==> run_1/pins.png <==
(4 px per um) Pins as bars across the die edge, other pins in grey.
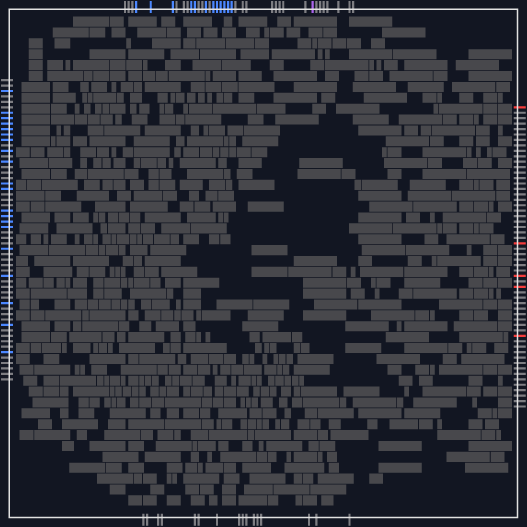
==> run_1/met2.png <==
(4 px per um)
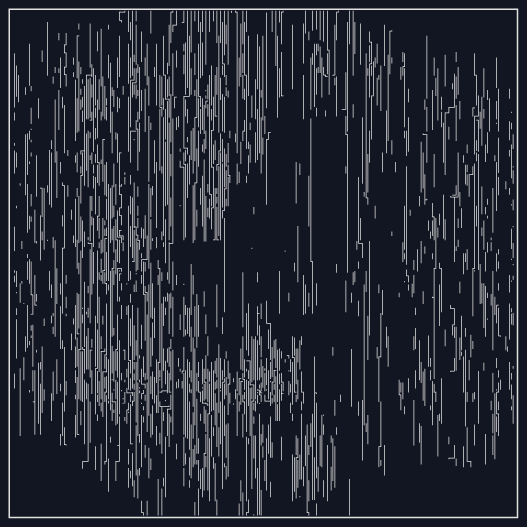
==> run_1/final_placement.png <==
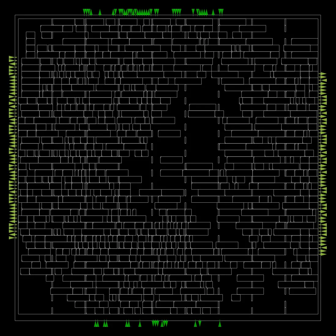
### config.mk
export PLATFORM = sky130hd
export DESIGN_NAME = regfile_bulk_ctrl_flat
export DESIGN_NICKNAME = d
export VERILOG_FILES = /design/src/rtl/regfile_bulk_ctrl_if.sv /design/src/rtl/regfile_bulk_ctrl.sv /design/src/flat_wrapper.sv
export SDC_FILE = /design/constraint.sdc
export NUM_CORES = 1
export LEC_CHECK = 0
export CORE_UTILIZATION = 45
export DETAILED_ROUTE_END_ITERATION = 10
export GPL_ROUTABILITY_DRIVEN = 0
export PLACE_DENSITY = 0.81
export SYNTH_ARGS = -nofsm -noshare
export SYNTH_HDL_FRONTEND = slang
export SYNTH_SLANG_ARGS = --single-unit
### constraint.sdc
create_clock -name CLK -period 3.5 [get_ports CLK]
set_clock_uncertainty 0.05 [all_clocks]
set_input_delay 0.7 -clock CLK [delete_from_list [all_inputs] [get_ports CLK]]
set_output_delay 0.7 -clock CLK [all_outputs]
set_load 0.05 [all_outputs]
### src/rtl/regfile_bulk_ctrl_if.sv
// Register-file port and dump-stream bundle between regfile_bulk_ctrl and its
// neighbours (register file write port, read port A, stream consumer).
interface regfile_bulk_ctrl_if #(
  parameter int Dwidth = 32,
  parameter int Awidth = 5
);
  logic              RF_WE;
  logic [Awidth-1:0] RF_WA;
  logic [Dwidth-1:0] RF_DataIn;
  logic              RF_RE_A;
  logic [Awidth-1:0] RF_RA_A;
  logic [Dwidth-1:0] RF_Out_A;
  logic              Dump_Valid;
  logic [Dwidth-1:0] Dump_Data;
  logic [Awidth-1:0] Dump_Addr;
  logic              Dump_Ready;

  modport master (
    output RF_WE, RF_WA, RF_DataIn, RF_RE_A, RF_RA_A,
    input  RF_Out_A,
    output Dump_Valid, Dump_Data, Dump_Addr,
    input  Dump_Ready
  );

  modport slave (
    input  RF_WE, RF_WA, RF_DataIn, RF_RE_A, RF_RA_A,
    output RF_Out_A,
    input  Dump_Valid, Dump_Data, Dump_Addr,
    output Dump_Ready
  );
endinterface

### src/rtl/regfile_bulk_ctrl.sv
// Bulk initiator for the register file: FILL writes a constant/incrementing
// pattern over an address range, DUMP streams a range out through read port A.
module regfile_bulk_ctrl #(
  parameter int Dwidth = 32,
  parameter int Awidth = 5
) (
  input  logic                CLK,
  input  logic                RST,
  input  logic                Start,
  input  logic                Mode,
  input  logic [Awidth-1:0]   Base_Addr,
  input  logic [Awidth:0]     Count,
  input  logic [Dwidth-1:0]   Fill_Data,
  input  logic                Fill_Incr,
  output logic                Busy,
  output logic                Done,
  regfile_bulk_ctrl_if.master bus
);

  typedef enum logic [1:0] {
    S_IDLE,
    S_FILL,
    S_DUMP,
    S_FIN
  } state_t;

  localparam logic [Awidth:0] ONE = (Awidth+1)'(1);

  state_t            state_q, state_d;
  logic [Awidth-1:0] base_q, base_d;
  logic [Awidth:0]   count_q, count_d;
  logic [Dwidth-1:0] fill_q, fill_d;
  logic              incr_q, incr_d;
  logic [Awidth:0]   issue_q, issue_d;
  logic [Awidth:0]   acc_q, acc_d;

  logic              infl_q;
  logic [Awidth-1:0] infl_addr_q;
  logic [Dwidth-1:0] buf_data_q [2];
  logic [Awidth-1:0] buf_addr_q [2];
  logic              rd_ptr_q, wr_ptr_q;
  logic [1:0]        occ_q;

  logic [Awidth-1:0] cur_addr;
  logic [Dwidth-1:0] fill_word;
  logic              head_valid;
  logic              pop;
  logic              issue;
  logic [1:0]        committed;
  logic              fill_we;

  // Issue index doubles as the FILL word index and the DUMP read index.
  assign cur_addr   = base_q + issue_q[Awidth-1:0];
  assign fill_word  = fill_q + (incr_q ? Dwidth'(issue_q) : '0);
  assign head_valid = (state_q == S_DUMP) && (occ_q != 2'd0);
  assign pop        = head_valid && bus.Dump_Ready;
  // Words held or returning after this cycle's pop; a new read needs one free slot.
  assign committed  = occ_q + {1'b0, infl_q} - {1'b0, pop};
  assign issue      = (state_q == S_DUMP) && (issue_q != count_q) && (committed < 2'd2);
  assign fill_we    = (state_q == S_FILL);

  always_comb begin
    state_d = state_q;
    base_d  = base_q;
    count_d = count_q;
    fill_d  = fill_q;
    incr_d  = incr_q;
    issue_d = issue_q;
    acc_d   = acc_q;
    case (state_q)
      S_IDLE: begin
        if (Start) begin
          base_d  = Base_Addr;
          count_d = Count;
          fill_d  = Fill_Data;
          incr_d  = Fill_Incr;
          issue_d = '0;
          acc_d   = '0;
          if (Count == '0)  state_d = S_FIN;
          else if (Mode)    state_d = S_DUMP;
          else              state_d = S_FILL;
        end
      end
      S_FILL: begin
        issue_d = issue_q + ONE;
        if ((issue_q + ONE) == count_q) state_d = S_FIN;
      end
      S_DUMP: begin
        if (issue) issue_d = issue_q + ONE;
        if (pop) begin
          acc_d = acc_q + ONE;
          if ((acc_q + ONE) == count_q) state_d = S_FIN;
        end
      end
      S_FIN:   state_d = S_IDLE;
      default: state_d = S_IDLE;
    endcase
  end

  always_ff @(posedge CLK or posedge RST) begin
    if (RST) begin
      state_q     <= S_IDLE;
      base_q      <= '0;
      count_q     <= '0;
      fill_q      <= '0;
      incr_q      <= 1'b0;
      issue_q     <= '0;
      acc_q       <= '0;
      infl_q      <= 1'b0;
      infl_addr_q <= '0;
      rd_ptr_q    <= 1'b0;
      wr_ptr_q    <= 1'b0;
      occ_q       <= '0;
    end else begin
      state_q     <= state_d;
      base_q      <= base_d;
      count_q     <= count_d;
      fill_q      <= fill_d;
      incr_q      <= incr_d;
      issue_q     <= issue_d;
      acc_q       <= acc_d;
      infl_q      <= issue;
      infl_addr_q <= cur_addr;
      if (infl_q) wr_ptr_q <= ~wr_ptr_q;
      if (pop)    rd_ptr_q <= ~rd_ptr_q;
      occ_q       <= committed;
    end
  end

  // Read data is only meaningful the cycle after an issue; otherwise port A floats.
  always_ff @(posedge CLK) begin
    if (infl_q) begin
      buf_data_q[wr_ptr_q] <= bus.RF_Out_A;
      buf_addr_q[wr_ptr_q] <= infl_addr_q;
    end
  end

  assign Busy           = (state_q == S_FILL) || (state_q == S_DUMP);
  assign Done           = (state_q == S_FIN);
  assign bus.RF_WE      = fill_we;
  assign bus.RF_WA      = fill_we ? cur_addr  : '0;
  assign bus.RF_DataIn  = fill_we ? fill_word : '0;
  assign bus.RF_RE_A    = issue;
  assign bus.RF_RA_A    = issue ? cur_addr : '0;
  assign bus.Dump_Valid = head_valid;
  assign bus.Dump_Data  = head_valid ? buf_data_q[rd_ptr_q] : '0;
  assign bus.Dump_Addr  = head_valid ? buf_addr_q[rd_ptr_q] : '0;

  a_enables_exclusive: assert property (@(posedge CLK) disable iff (RST)
    !(bus.RF_WE && bus.RF_RE_A));
  a_buffer_bound: assert property (@(posedge CLK) disable iff (RST)
    (occ_q + {1'b0, infl_q}) <= 2'd2);

endmodule
### src/flat_wrapper.sv
// flat-port wrapper written by rule: the top's interface ports become plain ports
module regfile_bulk_ctrl_flat 
#(
  parameter int Dwidth = 32,
  parameter int Awidth = 5
)
  (CLK, RST, Start, Mode, Base_Addr, Count, Fill_Data, Fill_Incr, Busy, Done, bus_RF_WE, bus_RF_WA, bus_RF_DataIn, bus_RF_RE_A, bus_RF_RA_A, bus_RF_Out_A, bus_Dump_Valid, bus_Dump_Data, bus_Dump_Addr, bus_Dump_Ready);
  regfile_bulk_ctrl_if #(.Dwidth(Dwidth), .Awidth(Awidth)) bus_i ();
  input  logic CLK;
  input  logic RST;
  input  logic Start;
  input  logic Mode;
  input  logic [Awidth-1:0] Base_Addr;
  input  logic [Awidth:0] Count;
  input  logic [Dwidth-1:0] Fill_Data;
  input  logic Fill_Incr;
  output logic Busy;
  output logic Done;
  output wire logic [$bits(bus_i.RF_WE)-1:0] bus_RF_WE;
  output wire logic [$bits(bus_i.RF_WA)-1:0] bus_RF_WA;
  output wire logic [$bits(bus_i.RF_DataIn)-1:0] bus_RF_DataIn;
  output wire logic [$bits(bus_i.RF_RE_A)-1:0] bus_RF_RE_A;
  output wire logic [$bits(bus_i.RF_RA_A)-1:0] bus_RF_RA_A;
  input wire logic [$bits(bus_i.RF_Out_A)-1:0] bus_RF_Out_A;
  output wire logic [$bits(bus_i.Dump_Valid)-1:0] bus_Dump_Valid;
  output wire logic [$bits(bus_i.Dump_Data)-1:0] bus_Dump_Data;
  output wire logic [$bits(bus_i.Dump_Addr)-1:0] bus_Dump_Addr;
  input wire logic [$bits(bus_i.Dump_Ready)-1:0] bus_Dump_Ready;
  assign bus_RF_WE = bus_i.RF_WE;
  assign bus_RF_WA = bus_i.RF_WA;
  assign bus_RF_DataIn = bus_i.RF_DataIn;
  assign bus_RF_RE_A = bus_i.RF_RE_A;
  assign bus_RF_RA_A = bus_i.RF_RA_A;
  assign bus_i.RF_Out_A = bus_RF_Out_A;
  assign bus_Dump_Valid = bus_i.Dump_Valid;
  assign bus_Dump_Data = bus_i.Dump_Data;
  assign bus_Dump_Addr = bus_i.Dump_Addr;
  assign bus_i.Dump_Ready = bus_Dump_Ready;
  regfile_bulk_ctrl #(.Dwidth(Dwidth), .Awidth(Awidth)) u_core (.CLK(CLK), .RST(RST), .Start(Start), .Mode(Mode), .Base_Addr(Base_Addr), .Count(Count), .Fill_Data(Fill_Data), .Fill_Incr(Fill_Incr), .Busy(Busy), .Done(Done), .bus(bus_i));
endmodule
==> run notes, run 1 <==
Notes on the physical design

The count of input and output buffers is 164. The number of cells on the critical path is 13. After Yosys synthesis, AND-OR and OR-AND compound gates account for 8.14% of the synthesized area. The adder-cell share of the synthesized area is 3.79%. In this run, the synthesized area fraction spent on and/or/nand/nor cells is recorded as 11.7%. The routed design shows a wire length per standard cell of 17.6 um.

Summed over all layers, the global routing overflow is 0. CTS reports a maximum clock tree buffer depth of 2. Before placement the cells fill 46.0% of the core. The portion of total power attributed to sequential cells is 27.0%. The detailed router finished its first iteration with 296 violations. Per the post-synthesis report, the number of cells in the design is 586.

The sum of negative setup slack is -2080 ps. Post-CTS repair ended up resizing 32 cells. The share of the synthesized netlist area taken by xor and xnor gates is 4.63%. The switching power as a share of total power is 42.2%. The final layout net count is 888. The die footprint is 16000 um^2.

The count of inserted antenna diode cells is 0. The wire length of the first global-routing pass is 27500 um. After layout, the inverter instance count without clock inverters stands at 25. The transition time recorded at the tightest slew-check pin is 1080 ps.

Per the timing report, the biggest fanout along the worst path comes to 5. Counting the warning lines in the Yosys log gives 0. The number of antenna violations at the first check in global routing is 0. The number of clock buffers inserted by TritonCTS is 17. The flow ran to the end, but the final reports show violations.

From bottom edge to top edge, the die measures 127 um. The number of warnings the tools reported is 32. The count of maximum capacitance violations is 0. The type of the worst min-delay path is reg2reg. The number of synthesized flops with an enable pin is 74. Hold-check failures listed in the final report amount to 0. In the final layout, the registers with the most flip-flops are u_core.buf_data_q: 64 flops, u_core.fill_q: 32 flops, u_core.buf_addr_q: 10 flops. The final non-filler cell area is 10400 um^2.

The total number of vias is 5384. The post-CTS clock slew at the launch and capture registers of the worst setup and hold paths is 60 ps. In this run the number of H-tree levels came out at 4. The buffer and inverter count on the worst path is 4. In the finished layout, the clock tree contains a buffer count of 18. The startpoint identified for the worst register-to-register timing path is u_core.state_q[1]. The horizontal die dimension is 127 um. The CTS tree is done. The portion of the post-synthesis area used by sequential elements is 56.1%. STA puts the critical path data arrival time at 2990 ps. The layout filler cell count is 1036. After synthesis, the share of cell area in mux cells is 12.8%. The worst hold path cell count is 0.

The multi-input logic portion of the cell area is 31.3%. The type of element launching the critical path is a flop. The fraction of layout instances using a drive strength above 1 is 28.3%.

The last timing report of the flow puts the setup violation total at 25. Summing all flip-flop and latch instances after layout gives 3930 um^2. The area growth from synthesis to layout is 49.3%.

The final timing report gives a worst setup slack of -241 ps. The checks that failed: setup timing. The proportion of synthesized flip-flops having asynchronous set or reset is 47.9%.
-- pins.png (at the start) --
| colour | port | pins | direction | edge |
|---|---|---|---|---|
| purple | RST | 1 | input | top |
| red | bus_Dump_Addr | 5 | output | right |
| blue | bus_RF_DataIn | 32 | output | 20 left, 12 top |

-- met2.png (at the start) --
nets with wire on the layer: 781
main direction: vertical

-- final_placement.png (at the start) --
tapcells inserted: 188
number of flip-flops and latches: 142
Core Box Area: 15200 um^2
non-filler instance count after layout: 987

==> run 1: synth_stat cells, drive strengths merged (3+ instances only) <==
master | count | share of area, %
a21o | 3 | 0.32
a21oi | 22 | 1.6
a31oi | 3 | 0.27
and2 | 17 | 1.5
and3 | 10 | 0.97
buf | 6 | 0.57
clkbuf | 17 | 0.91
dfrtp | 68 | 24
edfxtp | 74 | 32
ha | 18 | 3.2
inv | 25 | 1.3
mux2 | 45 | 7.2
mux2i | 39 | 5.6
nand2 | 23 | 1.2
nand2b | 3 | 0.27
nand3 | 13 | 0.93
nand4 | 6 | 0.54
nor2 | 65 | 3.5
nor2b | 5 | 0.45
nor3 | 4 | 0.29
o21ai | 37 | 2.6
o311ai | 3 | 0.88
o31ai | 8 | 0.86
or3 | 11 | 0.98
xnor2 | 12 | 1.5
xor2 | 25 | 3.1
==> run 1: worst max path at each step <==
stage / from / end / slack (ps)
2_1_floorplan: u_core.state_q[1] / bus_RF_DataIn[4] / -9
4_1_cts: u_core.incr_q / bus_RF_DataIn[26] / -300
6_report: u_core.issue_q[0] / bus_RF_DataIn[30] / -240
3_5_place_dp: bus_Dump_Ready / bus_RF_RA_A[4] / -170
5_1_grt: u_core.issue_q[0] / bus_RF_DataIn[30] / -330
3_3_place_gp: bus_Dump_Ready / bus_RF_RA_A[4] / -120
==> run 1: per-layer routing <==
layer | part of all wire (%) | global-route usage, % | wire length (um)
met2 | 49 | 37.5 | 8450
met3 | 7.5 | 6.79 | 1310
met1 | 42 | 26.8 | 7330
met4 | 1.9 | 8.47 | 333
met5 | 0 | 0 | 0
==> run 1: per-stage QoR <==
stage | hold WS (ps) | power (mW)
after floorplan | 370 | 5.89
after global placement | 379 | 7.63
after detailed placement | 379 | 7.76
after CTS | 390 | 9.79
after global routing | 406 | 10.4
final | 386 | 9.93
==> run_1/port_nets.png <==
(2 px per um)
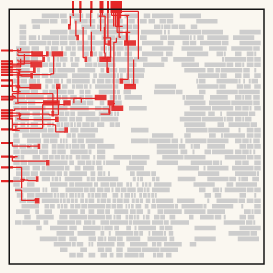

## Run 2: what changed since run 1
--- a/config.mk
+++ b/config.mk
@@ -9,6 +9,7 @@
 export DETAILED_ROUTE_END_ITERATION = 10
 export GPL_ROUTABILITY_DRIVEN = 0
 export PLACE_DENSITY = 0.81
+export SKIP_CTS_REPAIR_TIMING = 1
 export SYNTH_ARGS = -nofsm -noshare
 export SYNTH_HDL_FRONTEND = slang
 export SYNTH_SLANG_ARGS = --single-unit
==> run_2/port_nets.png <==
(2 px per um)
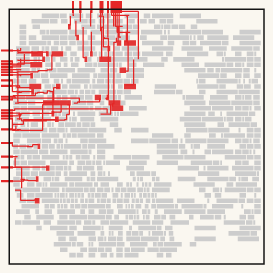
| colour | port | bits | direction | end cells | buffers | wire |
|---|---|---|---|---|---|---|
| red | bus_RF_DataIn | 32 | output | 32 | 32 | 929 um |

==> run_2/final_placement.png <==
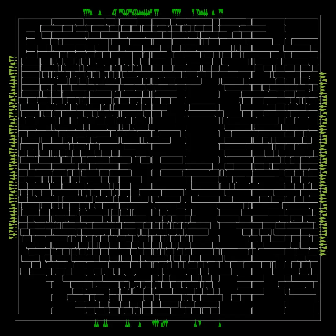
row count: 45
non-filler instance count after layout: 985
filler cell count in the final layout: 1018
final core area utilization: 69.2%

==> run_2/met2.png <==
(4 px per um)
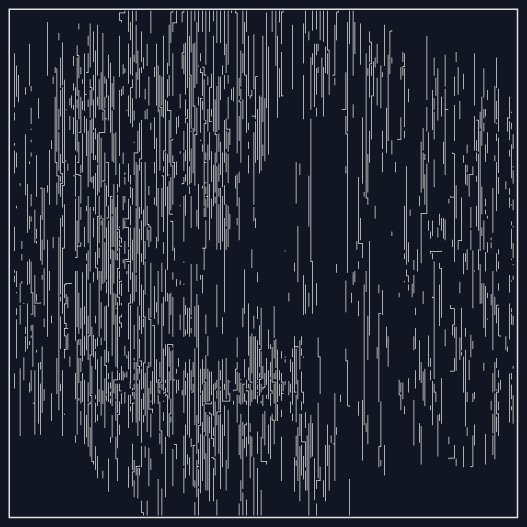
nets with wire on the layer: 787
longest straight run: 43.2 um
main direction: vertical
share of all routed wire: 48%
wire length on this layer: 8580 um

==> run notes, run 2 <==
Notes on the physical design

The flow ran to the end, but the final reports show violations. The final reports fail on setup timing. The count of input and output buffers is 164. The wire length of the first global-routing pass is 26900 um.

For reference, the top cells by area after synthesis are edfxtp_1 32%, dfrtp_1 24%, mux2_2 7.2%. The fraction of layout instances using a drive strength above 1 is 29.2%. The first element of the critical path is u_core.incr_q. The number of antenna violations at the first check in global routing came to 1. The final number of setup-violating endpoints is 18.

The synthesis report gives the async set-or-reset register share as 47.9%. Detailed-route iteration 0 reported a violation count of 383. In this run the tools logged warnings totalling 31.

STA lists the startpoint of the worst register-to-register path as u_core.state_q[0]. Summing internal, switching and leakage power gives 10.0 mW. Per the post-CTS timing run, clock transition at the registers of the reported paths is 60 ps. Per the GRT congestion report, total overflow comes to 0. Summed over all instances, the cell type with the most area after synthesis is edfxtp_1. Data arrives at the worst endpoint at 2960 ps.

The main kind of combinational logic by area is multiplexers. The final layout net count is 886. The Yosys step of the flow raised 0 warnings. The worst-case register-to-register setup slack is 300 ps. The compound-gate portion of the synthesized area is 8.14%. The post-synth count of flops with an enable pin is 74. The core box area is 15200 um^2. The post-synthesis cell type with the largest instance count is edfxtp_1. The leakage component of the power is 4.13 nW. Per the synthesis report, the number of distinct cell types is 52.

The capturing element of the worst setup path is bus_RF_DataIn[30]. The wire length recorded after detailed routing is 18000 um. The number of H-tree levels is 4. After Yosys synthesis, and, or, nand and nor cells account for 11.7% of the synthesized area. The number of cells on the critical path is 12.

The pin closest to its max-slew limit shows a slew of 1080 ps. For this block, the via count after detailed routing is 5431. TritonCTS built the clock tree. The least setup slack across all paths after layout is -211 ps.

In the final layout, the registers with the most flip-flops are u_core.buf_data_q: 64 flops, u_core.fill_q: 32 flops, u_core.buf_addr_q: 10 flops. The synthesis-to-layout area growth is 50.4%. The count of endpoints failing hold in the final timing report is 0. The die is 127 um wide. The final number of max-transition violations is 0.

According to the floorplan report, the total die area is 16000 um^2. The overall track demand over capacity in global routing is 21.6%. The number of clock buffers inserted by TritonCTS is 17. The die height is 127 um. The count of inserted antenna diode cells is 0.

The peak fanout along the critical path is 5. For reference, the post-synthesis area per instance comes to 11.9 um^2. The portion of the post-synthesis area used by sequential elements is 56.1%. Counting both buffers and inverters, the worst setup path holds a total of 3. After synthesis, the share of cell area in mux cells is 12.8%. The cell-mix breakdown from Yosys lists the XOR/XNOR area share as 4.63%. CTS reports a maximum clock tree buffer depth of 2.

The maximum vdd drop is 0.810 mV. The cell area that synthesis handed to floorplanning was 6990 um^2. Adding up every negative setup slack in the final design gives -1710 ps. The register with the most flip-flops in the layout has 64 of them.

The detailed-route wire length per cell is 18.3 um. By count the netlist is led by 74 x edfxtp_1, 68 x dfrtp_1, 65 x nor2_1. On the final layout, the worst hold slack is 387 ps. The area share of the largest cell type after synthesis is 31.8%.

The number of nets at floorplan is 687. The initial cell density of the core is 46.0%. The cell count after synthesis is 586.
-- run 2: cell counts after synthesis --
Identical to the previous run, type by type.
-- run 2: final cells by class --
cell class	instances	area, um^2
multi-input cells	397	3360
clock inverters	13	173
inverters	25	100
fillers	1018	4680
clock buffers	18	429
repair buffers	202	2300
well taps	188	235
flip-flops and latches	142	3930
-- run 2: kinds of logic after synthesis --
family	count (synthesis)
and+or+nand+nor	166
muxes	84
AOI/OAI and AO/OA	89
adders and majority gates	20
buffers and inverters	48
xor gates and xnor gates	37
DFF	142
-- run 2: worst reg2reg max path, stage by stage, from the launching register on --
cell      delay (ps)
dfrtp_1          410
inv_2             80
ha_4             180
o21ai_4           70
inv_4             40
and2_4           140
ha_4             260
inv_2             40
ha_4             150
xor2_2           180
xnor2_2          220
o311ai_4         180
buf_12           180
a211o_2          350
buf_4            170
o21ai_0          250
o31ai_1          120
-- run 2: how the worst min path moves through the flow --
| stage | end | slack, ps | depth (start not counted) |
|---|---|---|---|
| after floorplan | u_core.buf_addr_q[0][0] | 370 | 0 |
| after global placement | u_core.buf_addr_q[0][0] | 380 | 0 |
| after detailed placement | u_core.buf_addr_q[0][3] | 380 | 0 |
| after CTS | u_core.buf_addr_q[1][3] | 390 | 0 |
| after global routing | u_core.buf_addr_q[0][3] | 410 | 0 |
| final | u_core.buf_addr_q[1][3] | 390 | 0 |
-- run 2: layer usage --
metal	wire, um	vias to the layer above	global-route usage (%)
li1	-	2505	-
met1	7640	2651	26.9
met2	8580	228	36.0
met3	1300	45	6.12
met4	462	2	7.84
met5	13	-	0
-- run 2: report_power, final --
group	internal, mW	switching [mW]
clock network	1.18	0.672
registers	2.26	0.443
logic	2.31	3.13
Power is estimated from default activity; no workload was simulated.
